**Run 1: PDN straps and rails**

Bar = 50 um. Pins as bars on the die edge.
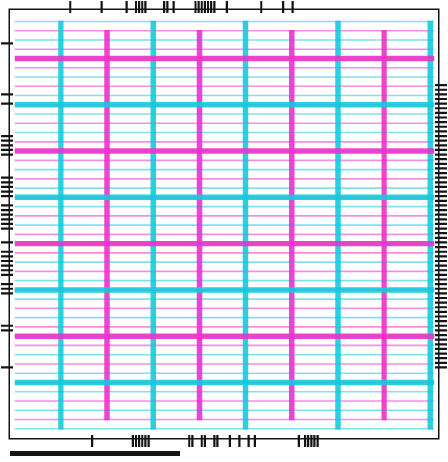
**Run 1: cell classes on the final placement**

Bar = 50 um.
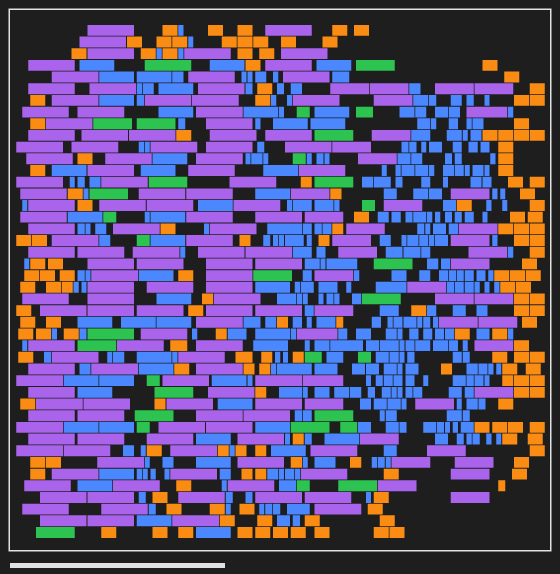
**Run 1: clock wires, drivers and flops**

Bar = 50 um.
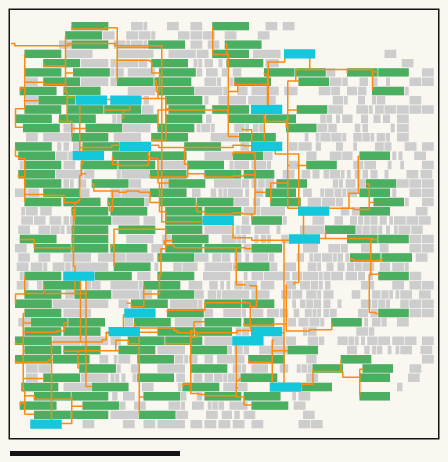
`config.mk`:
```
export PLATFORM = sky130hd
export DESIGN_NAME = instr_prefetch_buffer
export DESIGN_NICKNAME = d
export VERILOG_FILES = /design/src/rtl/fetch_pkg.sv /design/src/rtl/instr_realigner.sv /design/src/rtl/instr_prefetch_buffer.sv
export SDC_FILE = /design/constraint.sdc
export NUM_CORES = 1
export LEC_CHECK = 0
export CORE_UTILIZATION = 54
export CTS_CLUSTER_DIAMETER = 120
export DETAILED_ROUTE_END_ITERATION = 16
export PLACE_DENSITY = 0.81
export SYNTH_ARGS = -nofsm -noshare
export SYNTH_HDL_FRONTEND = slang
export SYNTH_SLANG_ARGS = --single-unit
```
`constraint.sdc`:
```
create_clock -name clk_i -period 3.9 [get_ports clk_i]
set_clock_uncertainty 0.05 [all_clocks]
set_input_delay 0.78 -clock clk_i [delete_from_list [all_inputs] [get_ports clk_i]]
set_output_delay 0.78 -clock clk_i [all_outputs]
set_load 0.01 [all_outputs]
```
`src/rtl/fetch_pkg.sv`:
```
// fetch_pkg
//   Shared types and helpers for the instruction prefetch path.
//   fetch_entry_t : one stored fetch word plus its bus-error flag
//   C_OPCODE_32   : low two opcode bits that mark a full 32-bit instruction
//   is_compressed : returns 1 if a 16-bit parcel starts an RVC instruction
package fetch_pkg;

  typedef struct packed {
    logic [31:0] data;
    logic        err;
  } fetch_entry_t;

  localparam logic [1:0] C_OPCODE_32 = 2'b11;

  function automatic logic is_compressed(input logic [15:0] parcel);
    return parcel[1:0] != C_OPCODE_32;
  endfunction

endpackage

```
`src/rtl/instr_realigner.sv`:
```
// instr_realigner
//   Combinational extraction of one instruction from the two oldest fetch
//   words, given the half-word offset of the current PC.
//   w0        in   32  word at the read pointer
//   w1_lo     in   16  lower half of the following word
//   hw_off    in    1  current PC sits in the upper half of w0
//   instr     out  32  realigned instruction (compressed form zero-extended)
//   compressed out  1  instruction is RVC
//   spanning  out   1  instruction crosses from w0 into w1
//   needs_two out   1  both words must be present to form the instruction
module instr_realigner
  import fetch_pkg::*;
#(
  parameter int unsigned ENABLE_C = 1
) (
  input  logic [31:0] w0,
  input  logic [15:0] w1_lo,
  input  logic        hw_off,
  output logic [31:0] instr,
  output logic        compressed,
  output logic        spanning,
  output logic        needs_two
);

  localparam logic EN_C = (ENABLE_C != 0);

  logic [15:0] upper;
  logic        c_lo;
  logic        c_hi;

  always_comb begin
    upper      = w0[31:16];
    c_lo       = EN_C && is_compressed(w0[15:0]);
    c_hi       = EN_C && is_compressed(upper);
    instr      = '0;
    compressed = 1'b0;
    spanning   = 1'b0;
    needs_two  = 1'b0;
    if (hw_off && EN_C) begin
      if (c_hi) begin
        instr      = {16'h0000, upper};
        compressed = 1'b1;
      end else begin
        instr     = {w1_lo, upper};
        spanning  = 1'b1;
        needs_two = 1'b1;
      end
    end else if (c_lo) begin
      instr      = {16'h0000, w0[15:0]};
      compressed = 1'b1;
    end else begin
      instr = w0;
    end
  end

endmodule

```
`src/rtl/instr_prefetch_buffer.sv`:
```
// instr_prefetch_buffer
//   Prefetch queue between fetch and decode. Stores word-aligned fetch words
//   in a circular buffer and emits one realigned (RVC-aware) instruction per
//   output handshake, tracking the PC internally.
//   clk_i, rst_ni            clock, async active-low reset
//   flush_i, redirect_pc_i   drop contents and restart at redirect_pc_i
//   in_valid_i/in_ready_o    fetch word handshake (in_data_i, in_err_i)
//   out_valid_o/out_ready_i  instruction handshake
//   out_pc_o, out_instr_o, out_compressed_o, out_err_o  instruction fields
module instr_prefetch_buffer
  import fetch_pkg::*;
#(
  parameter int unsigned            DEPTH    = 4,
  parameter int unsigned            XLEN     = 32,
  parameter logic [XLEN-1:0]        RESET_PC = 32'h1000_0000,
  parameter int unsigned            ENABLE_C = 1
) (
  input  logic            clk_i,
  input  logic            rst_ni,
  input  logic            flush_i,
  input  logic [XLEN-1:0] redirect_pc_i,
  input  logic            in_valid_i,
  output logic            in_ready_o,
  input  logic [31:0]     in_data_i,
  input  logic            in_err_i,
  output logic            out_valid_o,
  input  logic            out_ready_i,
  output logic [XLEN-1:0] out_pc_o,
  output logic [31:0]     out_instr_o,
  output logic            out_compressed_o,
  output logic            out_err_o
);

  localparam int unsigned CW   = $clog2(DEPTH + 1);
  localparam int unsigned PW   = $clog2(DEPTH);
  localparam logic        EN_C = (ENABLE_C != 0);

  fetch_entry_t    mem_q [DEPTH];
  logic [PW-1:0]   rd_ptr_q;
  logic [PW-1:0]   wr_ptr_q;
  logic [CW-1:0]   count_q;
  logic [XLEN-1:0] pc_q;
  logic            hw_off_q;

  fetch_entry_t    w0;
  fetch_entry_t    w1;
  logic [31:0]     r_instr;
  logic            r_comp;
  logic            r_span;
  logic            r_two;

  logic            valid_raw;
  logic            push;
  logic            pop;
  logic            consume;

  function automatic logic [PW-1:0] ptr_inc(input logic [PW-1:0] p);
    return (p == PW'(DEPTH - 1)) ? '0 : p + PW'(1);
  endfunction

  assign w0 = mem_q[rd_ptr_q];
  assign w1 = mem_q[ptr_inc(rd_ptr_q)];

  instr_realigner #(
    .ENABLE_C (ENABLE_C)
  ) u_realigner (
    .w0         (w0.data),
    .w1_lo      (w1.data[15:0]),
    .hw_off     (hw_off_q),
    .instr      (r_instr),
    .compressed (r_comp),
    .spanning   (r_span),
    .needs_two  (r_two)
  );

  // A spanning instruction whose first word already faulted is reported
  // without waiting for the second word.
  assign valid_raw = (count_q != '0) &&
                     (!r_two || (count_q >= CW'(2)) || w0.err);

  assign in_ready_o  = (count_q < CW'(DEPTH));
  assign out_valid_o = valid_raw && !flush_i;
  assign out_pc_o    = pc_q;

  always_comb begin
    out_instr_o      = '0;
    out_compressed_o = 1'b0;
    out_err_o        = 1'b0;
    if (out_valid_o) begin
      out_instr_o      = (r_span && w0.err) ? 32'h0 : r_instr;
      out_compressed_o = r_comp;
      out_err_o        = w0.err | (r_span & w1.err);
    end
  end

  assign push    = in_valid_i && in_ready_o && !flush_i;
  assign pop     = out_valid_o && out_ready_i;
  // Only an aligned compressed instruction leaves its word in place.
  assign consume = pop && (!r_comp || hw_off_q);

  always_ff @(posedge clk_i) begin
    if (push) begin
      mem_q[wr_ptr_q] <= '{data: in_data_i, err: in_err_i};
    end
  end

  always_ff @(posedge clk_i or negedge rst_ni) begin
    if (!rst_ni) begin
      rd_ptr_q <= '0;
      wr_ptr_q <= '0;
      count_q  <= '0;
      pc_q     <= RESET_PC;
      hw_off_q <= 1'b0;
    end else if (flush_i) begin
      rd_ptr_q <= '0;
      wr_ptr_q <= '0;
      count_q  <= '0;
      pc_q     <= redirect_pc_i;
      hw_off_q <= redirect_pc_i[1] & EN_C;
    end else begin
      if (push) begin
        wr_ptr_q <= ptr_inc(wr_ptr_q);
      end
      if (consume) begin
        rd_ptr_q <= ptr_inc(rd_ptr_q);
      end
      if (pop) begin
        pc_q <= pc_q + (r_comp ? XLEN'(2) : XLEN'(4));
        // Compressed toggles the half-word offset; 32-bit keeps it.
        if (r_comp) begin
          hw_off_q <= !hw_off_q;
        end
      end
      count_q <= count_q + CW'(push) - CW'(consume);
    end
  end

endmodule

```
==> run notes, run 1 <==
The flow run is done. Worst slew slack as a fraction of its limit landed at 38.21%. The number of antenna violations at the first check in global routing was 0. Global routing put the most usage on met2. Max capacitance violation total landed at 0. Global routing used 43.56% of the available met2 tracks. The longest clock path from root to sink contains 2 buffers. The count of nets left with antenna violations once routing finished came out at 0. The largest total area in the synthesized netlist belongs to edfxtp_1.

The end-of-flow timing check tallies setup violations at 0. During synthesis, Yosys emitted a total of 0 warnings. Per the breakdown, switching nets consume 29.64% of all power.

Power dissipated by switching net loads landed at 1.544 mW. For reference, the placement row count at floorplan is 44. Post-layout instance area landed at 10540 sq um. Leaving out filler cells and counting taps, the final layout contains 933. TritonCTS built the clock tree. In this run the critical register-to-register path is captured at out_pc_o[23]. Setup slack on the critical path of the routed design comes to 0.08524 ns. Power per unit of standard cell area landed at 494.3 nW/um^2. CTS added clock buffers totalling 17. Mean post-synth cell area landed at 14.12 sq um.

All-layer global routing usage landed at 26.61%. Leakage power of the design landed at 3.616 nW. The cell sitting at the root of the clock tree is a clkbuf_16. Counting flops with a built-in enable in the synthesized netlist gives 132. Routed length per instance landed at 22.08 um. Final design utilization landed at 71.45%. The run finished with clean final reports. Per the OpenROAD floorplan log, the area of the core is 14750 sq um. Via count landed at 5947.

Synthesized netlist cell count landed at 586. The overall die size recorded for this design is 15820 sq um. Synthesized chip area reported by yosys landed at 8273 sq um.

STA classifies the critical path endpoint as an output port. The first global-routing pass estimated 31.71 mm of wire. Per the synth stats, the proportion of register bits with asynchronous set or reset is 23.26%.

Count of distinct cell types in the synthesized netlist landed at 60. H-tree depth landed at 4. In this run the vertical extent of the chip is 125.8 um. Sequential fraction of the synthesis area landed at 60.03%. In the CTS report, the clock slew at the register clock pins of the worst setup and hold paths is listed as 0.07 ns. Vias per cell landed at 6.374. The synth_stat.txt file lists the number of cells as 586. The number of warnings reported in the stage logs is 29. Final weighted congestion in routability-driven placement landed at 0.8721. Required time of the worst setup path landed at 3.07 ns. Looking at the gate-level netlist, the highest instance count belongs to edfxtp_1.

Entering global routing, the biggest net connects 41 pins. In the synthesized netlist, the cells that appear most often are edfxtp_1 (132), nand2_1 (68), mux4_2 (49). Post-detailed-placement cell area landed at 9876 sq um. Total number of nets in the final design landed at 819.

Looking at the critical path, the single cell with the biggest stage delay is mux4_2. Number of DRC violations after detailed-routing iteration 0 landed at 614. After detailed placement, the design holds a cell count of 896. Sequential cells account for 42.4% of the total power. The worst setup path is of the flip-flop to output port kind. Data arrival at the endpoint of the critical path landed at 2.98 ns. Per the layout report, the design carries 953 filler cells. The first detailed-routing pass ran for 5 iterations. Clock group share of total power landed at 33.2%.

Post-route minimum period landed at 3.815 ns. Dividing the final minimum period by the clock period gives 97.81%. Peak fanout along the critical path landed at 13.

The most used flip-flop cell after synthesis is edfxtp_1. The report puts the cell count of the worst reg-to-reg path at 13. For this run, the script counts the antenna cells in the layout as 0.
Notes on 'PDN straps and rails' above:
net	color
VSS	cyan
VDD	magenta
met1 rails	45
signal pins	138
rows	44
met4 straps	9
met5 straps	8

Notes on 'cell classes on the final placement' above:
class	color	cells	share of their area
combinational and other logic	blue	381	31%
flops	purple	172	48%
clock drivers and dummy loads	green	31	5.8%
other buffers and delay cells	orange	165	15%

Notes on 'clock wires, drivers and flops' above:
[clock drivers] cyan | count: 17
[clock wires] orange | length: 1940 um
[flip-flops] green | count: 172
routed clock nets	18
flops lie	spread over the die

-- run 1: power groups by stage --
stage	combinational [mW]	sequential [mW]	clock [mW]
floorplan	0.714	2.23	0
global placement	1.20	2.23	0
detailed placement	1.23	2.25	0
CTS	1.25	2.21	1.75
global route	1.36	2.22	1.82
finish	1.27	2.21	1.73
-- run 1: cell families (layout without fill, tap and decap cells) --
logic type,Yosys count,after routing,synth area share (%)
AND-OR/OR-AND,105,105,9.059
XOR/XNOR,5,5,0.5293
adder cells (fa/ha/maj),12,12,1.996
buffers and inverters,47,210,2.571
flip-flops,172,172,60.03
multiplexers,62,62,14.97
AND/OR/NAND/NOR,183,183,10.84
-- run 1: flip-flops by register name, summed over array words and instances, names as in the netlist --
name,flops
mem_q,132
hw_off_q,1
wr_ptr_q,2
count_q,3
rd_ptr_q,2
out_pc_o,32
-- run 1: layout make-up --
class	count	share of cell area [%]
clock buffer	17	4.036
clock inverter	14	1.638
inverter	14	0.4985
multi-input combinational	367	29.51
sequential	172	47.13
tap	184	2.184
timing repair buffer	165	15.00
-- run 1: layout by cell type, fill, tap and decap left out, types with 7 or more instances in the layout --
cell type          n
buf_4             25
inv_1             13
nor2_1            43
o21ai_0           12
a31oi_1           14
nand4_1            9
inv_6              7
o31ai_1            7
mux4_2            49
ha_1              10
a21oi_1           21
clkdlybuf4s50_1  136
clkbuf_16         17
dfrtp_1           37
a22oi_1           14
edfxtp_1         132
mux2i_1            8
nand3_1           13
nand2_1           68
-- run 1: what timing repair did --
action | 4_1_cts | 5_1_grt
cloned | 0 | 0
gates resized | 4 | 3
pin swaps | 0 | 0
setup endpoints to repair | 27 | 18
setup buffers | 0 | 6
-- run 1: critical path: cells and delay by family, from the launching register on --
| family | cells | cell delay (ns) |
|---|---|---|
| AOI/OAI and AO/OA | 2 | 0.49 |
| buffers and inverters | 2 | 0.78 |
| muxes | 1 | 0.61 |
| and+or+nand+nor | 1 | 0.20 |
| DFF | 1 | 0.48 |
-- run 1: worst max path at each step --
stage / from / endpoint / slack (ns)
after CTS: rd_ptr_q[0] / out_instr_o[22] / 0.006
after global routing: rd_ptr_q[0] / out_instr_o[5] / -0.005
final: rd_ptr_q[0] / out_instr_o[8] / 0.09
after detailed placement: flush_i / out_instr_o[25] / 0.26
after floorplan: rd_ptr_q[0] / out_pc_o[31] / 0.52
after global placement: flush_i / out_instr_o[31] / 0.29
-- run 1: metrics by stage --
step / hold WS, ns / TNS, ns
after floorplan: 0.4344 / 0
after global placement: 0.4494 / 0
after detailed placement: 0.4654 / 0
after CTS: 0.4528 / 0
after global routing: 0.4921 / -0.004668
final: 0.4384 / 0
-- run 1: per-layer routing --
layer / wire [um] / vias up
met5: 0 / -
met4: 482 / 0
met3: 1897 / 49
met2: 10280 / 364
met1: 7939 / 2912
li1: - / 2622
**Run 1: metal layers overlaid**

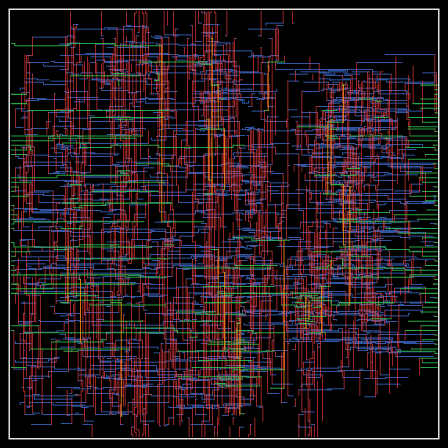

## Run 2: what changed since run 1
PLACE_DENSITY = 0.86   (was 0.81)
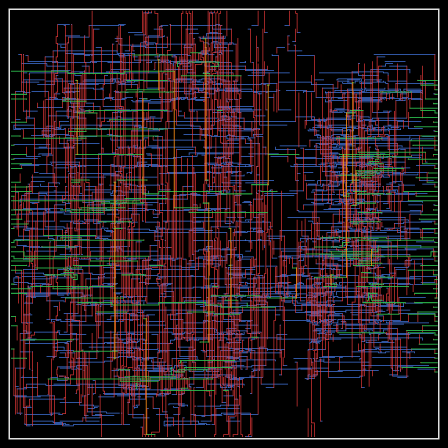
**Above:** run 2 (metal layers overlaid).
layer	color	wire length
metal 1	blue	8020 um
metal 2	red	10900 um
metal 3	green	1790 um
metal 4	orange	435 um

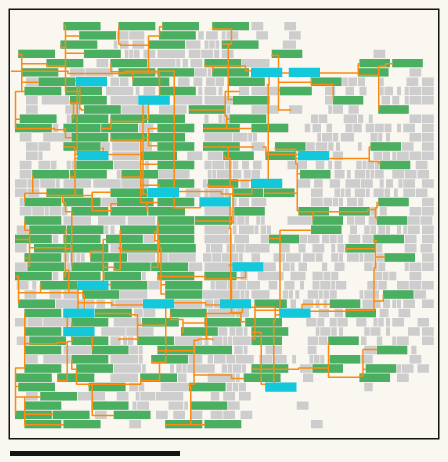
**Above:** run 2 (clock wires, drivers and flops).
Bar = 50 um.
[clock drivers] cyan | count: 17
[clock wires] orange | length: 1940 um
[flip-flops] green | count: 172
routed clock nets	18
flops lie	spread over the die

==> run notes, run 2 <==
The flow run is done. The depth of the worst register-to-register path is 12 (-1). The count of instantiated cells in the yosys netlist was 586 (unchanged). Final weighted congestion in routability-driven placement landed at 0.8621 (-1.1%). The number of nets handed over by synthesis was 668. Maximum number of pins on one net before global-route repair landed at 41 (unchanged). The number of buffers inserted during clock tree synthesis is 17 (unchanged). Maximum clock path buffer count landed at 2 (unchanged). Total number of yosys warnings landed at 0 (unchanged). Final antenna-violating net count landed at 0 (unchanged). Post-route minimum period landed at 3.870 ns (+0.05481 ns). All-layer global routing usage landed at 26.76% (+0.15 points). mem_q holds more flip-flops than any other register.

H-tree depth landed at 4 (unchanged). Final-report max-slew violation count landed at 0. Global-route wire length before repair landed at 31.98 mm (+0.87%). Per the synth log, the flip-flop and latch total comes to 172. The clock-pin slew on the worst setup and hold paths came to 0.07 ns (about the same). Looking at the reg2reg group, the worst path ends at out_pc_o[31]. The combined buffer and inverter count along the critical path was 3 (+1). The synthesis report names the predominant flop master as edfxtp_1. The worst slew slack as a fraction of its limit came to 37.39% (-0.82 points). The post-layout instance area is 10550 sq um (about the same). Achievable clock frequency landed at 0.2584 GHz. Number of antenna violations at the first check in global routing landed at 0 (unchanged). The required time of the worst setup path came to 3.07 ns (about the same). Number of DRC violations after detailed-routing iteration 0 landed at 621 (+1.1%). The max capacitance violation total came to 0 (unchanged). Core area landed at 14750 sq um (unchanged). The sequential fraction of the synthesis area came to 60.03% (unchanged). Estimated wirelength of the detail-placed design landed at 13.44 mm. The largest individual stage delay along the critical path comes from the cell mux4_2. STA classifies the critical path endpoint as an output port.

The top cell types in the final layout, fill and taps aside, are edfxtp_1 (132), clkdlybuf4s50_1 (129), nand2_1 (68). The synthesized chip area reported by yosys was 8273 sq um (unchanged). Data arrival at the endpoint of the critical path landed at 3.04 ns (+0.06 ns). The synthesis stats list as the most numerous cell edfxtp_1. The leakage power of the design came to 3.725 nW (+3.0%).

The worst setup path is of the flip-flop to output port kind. The number of detailed-route iterations in the first pass is 5 (unchanged). The total setup violations reported at the end of the flow is 0 (unchanged).

Remaining global-route overflow landed at 0. Post-detailed-route DRC marker count landed at 0. The count of distinct cell types in the synthesized netlist is 60 (unchanged).

The flip-flop count of the largest register after layout is 132 (unchanged). The total number of nets in the final design came to 816 (-0.37%). Floorplan core density landed at 56.07%. The startpoint identified for the worst register-to-register timing path is rd_ptr_q[0]. The synthesized design spends more area on one cell type than any other, namely edfxtp_1.

The vias per cell came to 6.389 (+0.24%). By count the netlist is led by edfxtp_1 (132), nand2_1 (68), mux4_2 (49). Number of placement rows landed at 44 (unchanged). The tree is rooted in a clkbuf_16.

The via count was 5942 (-0.084%). The count of flip-flops with a built-in enable after synthesis is 132 (unchanged). The flow ran to the end, and the final reports show no timing, DRC or antenna violations. The fraction of registers with async set/reset is 23.26% (unchanged). The height of the chip is 125.8 um (unchanged). Final critical-path share of the clock period landed at 99.22% (+1.4 points). The count of inserted antenna diode cells was 0 (unchanged). The synthesized netlist cell count came to 586 (unchanged). Mean post-synth cell area landed at 14.12 sq um (unchanged). Leaving out fill and tap cells, the most frequent cell in the layout is edfxtp_1. The peak fanout along the critical path was 6 (-7). Area of the die landed at 15820 sq um (unchanged). The tally of OpenROAD warnings came to 29 (unchanged). The routed length per instance was 22.74 um (+3.0%). Checking hold timing, the worst path is listed with class primary input to asynchronous set/reset pin.

TritonCTS built the clock tree. Among cell families on the critical path, the largest total delay comes from buffers and inverters. Power per unit of standard cell area landed at 484.1 nW/um^2 (-2.1%). The post-detailed-placement cell area came to 9873 sq um (about the same).
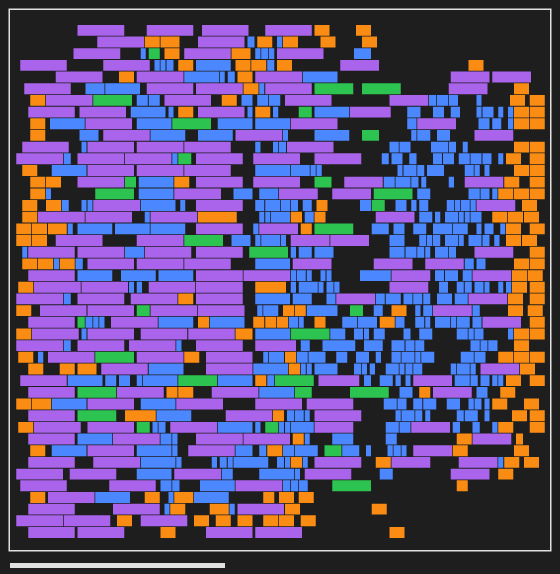
**Above:** run 2 (cell classes on the final placement).
Bar = 50 um.
class	color	cells	share of their area
flops	purple	172	48%
other buffers and delay cells	orange	162	16%
clock drivers and dummy loads	green	31	5.3%
combinational and other logic	blue	381	31%

-- run 2: cell count changes in the layout (fill, tap and decap cells not counted), moves of 2 or more --
cell,change
a22oi_1,-4
a22oi_2,+4
buf_12,+2
buf_4,-4
bufinv_16,-2
clkdlybuf4s50_1,-7
clkinv_4,-2
clkinvlp_4,+2
dlymetal6s2s_1,+7
-- run 2: how the worst max path moves through the flow --
stage | from | to | slack [ns] | cells after the start
4_1_cts | rd_ptr_q[1] | out_instr_o[24] | 0.006 | 8
6_report | rd_ptr_q[1] | out_instr_o[23] | 0.03 | 8
2_1_floorplan | rd_ptr_q[0] | out_pc_o[31] | 0.52 | 13
3_3_place_gp | flush_i | out_instr_o[17] | 0.45 | 7
5_1_grt | rd_ptr_q[1] | out_instr_o[25] | -0.06 | 8
3_5_place_dp | flush_i | out_instr_o[22] | 0.41 | 7
-- run 2: kinds of logic (layout without fill, tap and decap cells) --
logic type	after synthesis	after routing	synth area share [%]
mux	62	62	14.97
flops	172	172	60.03
compound gates	105	105	9.059
simple gates	183	183	10.84
buf+inv	47	207	2.571
xor+xnor	5	5	0.5293
fa+ha+maj	12	12	1.996
-- run 2: worst register-to-register path, delay by kind of cell (launching register included) --
kind	cells	cell delay, ns
flip-flops	1	0.50
AND/OR/NAND/NOR	7	1.64
AND-OR/OR-AND	1	0.18
buffers and inverters	1	0.16
multiplexers	1	0.53
adder cells (fa/ha/maj)	2	0.48
-- run 2: report_power, final --
| part | leakage (nW) | switching (mW) | internal, mW | total [mW] |
|---|---|---|---|---|
| clock network | 0.270 | 0.773 | 0.842 | 1.61 |
| logic | 1.78 | 0.686 | 0.595 | 1.28 |
| registers | 1.67 | 0.105 | 2.11 | 2.21 |
-- run 2: stage by stage --
stage          setup WS, ns  std cells  TNS, ns  hold slack [ns]  utilization (%)
3_3_place_gp         0.4483        894        0           0.4466            66.92
2_1_floorplan        0.5220        586        0           0.4344                -
5_1_grt            -0.05637        930  -0.2440           0.4905            71.51
3_5_place_dp         0.4137        894        0           0.4495            66.92
4_1_cts            0.006071        925        0           0.4615            70.69
6_report            0.03043        930        0           0.4440            71.51
-- run 2: what timing repair did --
action                     4_1_cts  5_1_grt
hold buffers                     0        0
gates cloned                     0        1
buffers inserted                 0        4
setup endpoints to repair        6       24
resized                          2       14
-- run 2: area by class of cell --
type / instances / area, sq um
timing repair buffer: 162 / 1618
multi-input combinational: 367 / 3129
tap: 184 / 230.2
fill: 916 / 4204
clock inverter: 14 / 126.4
clock buffer: 17 / 425.4
inverter: 14 / 52.55
sequential: 172 / 4969
-- run 2: metal layers --
metal | vias up | part of all wire, % | GRT usage, %
met5 | - | 0 | 0
met1 | 2924 | 38 | 32.84
li1 | 2609 | - | -
met3 | 38 | 8.5 | 5.650
met2 | 371 | 52 | 46.34
met4 | 0 | 2.1 | 11.20
Power and IR drop assume default switching activity.
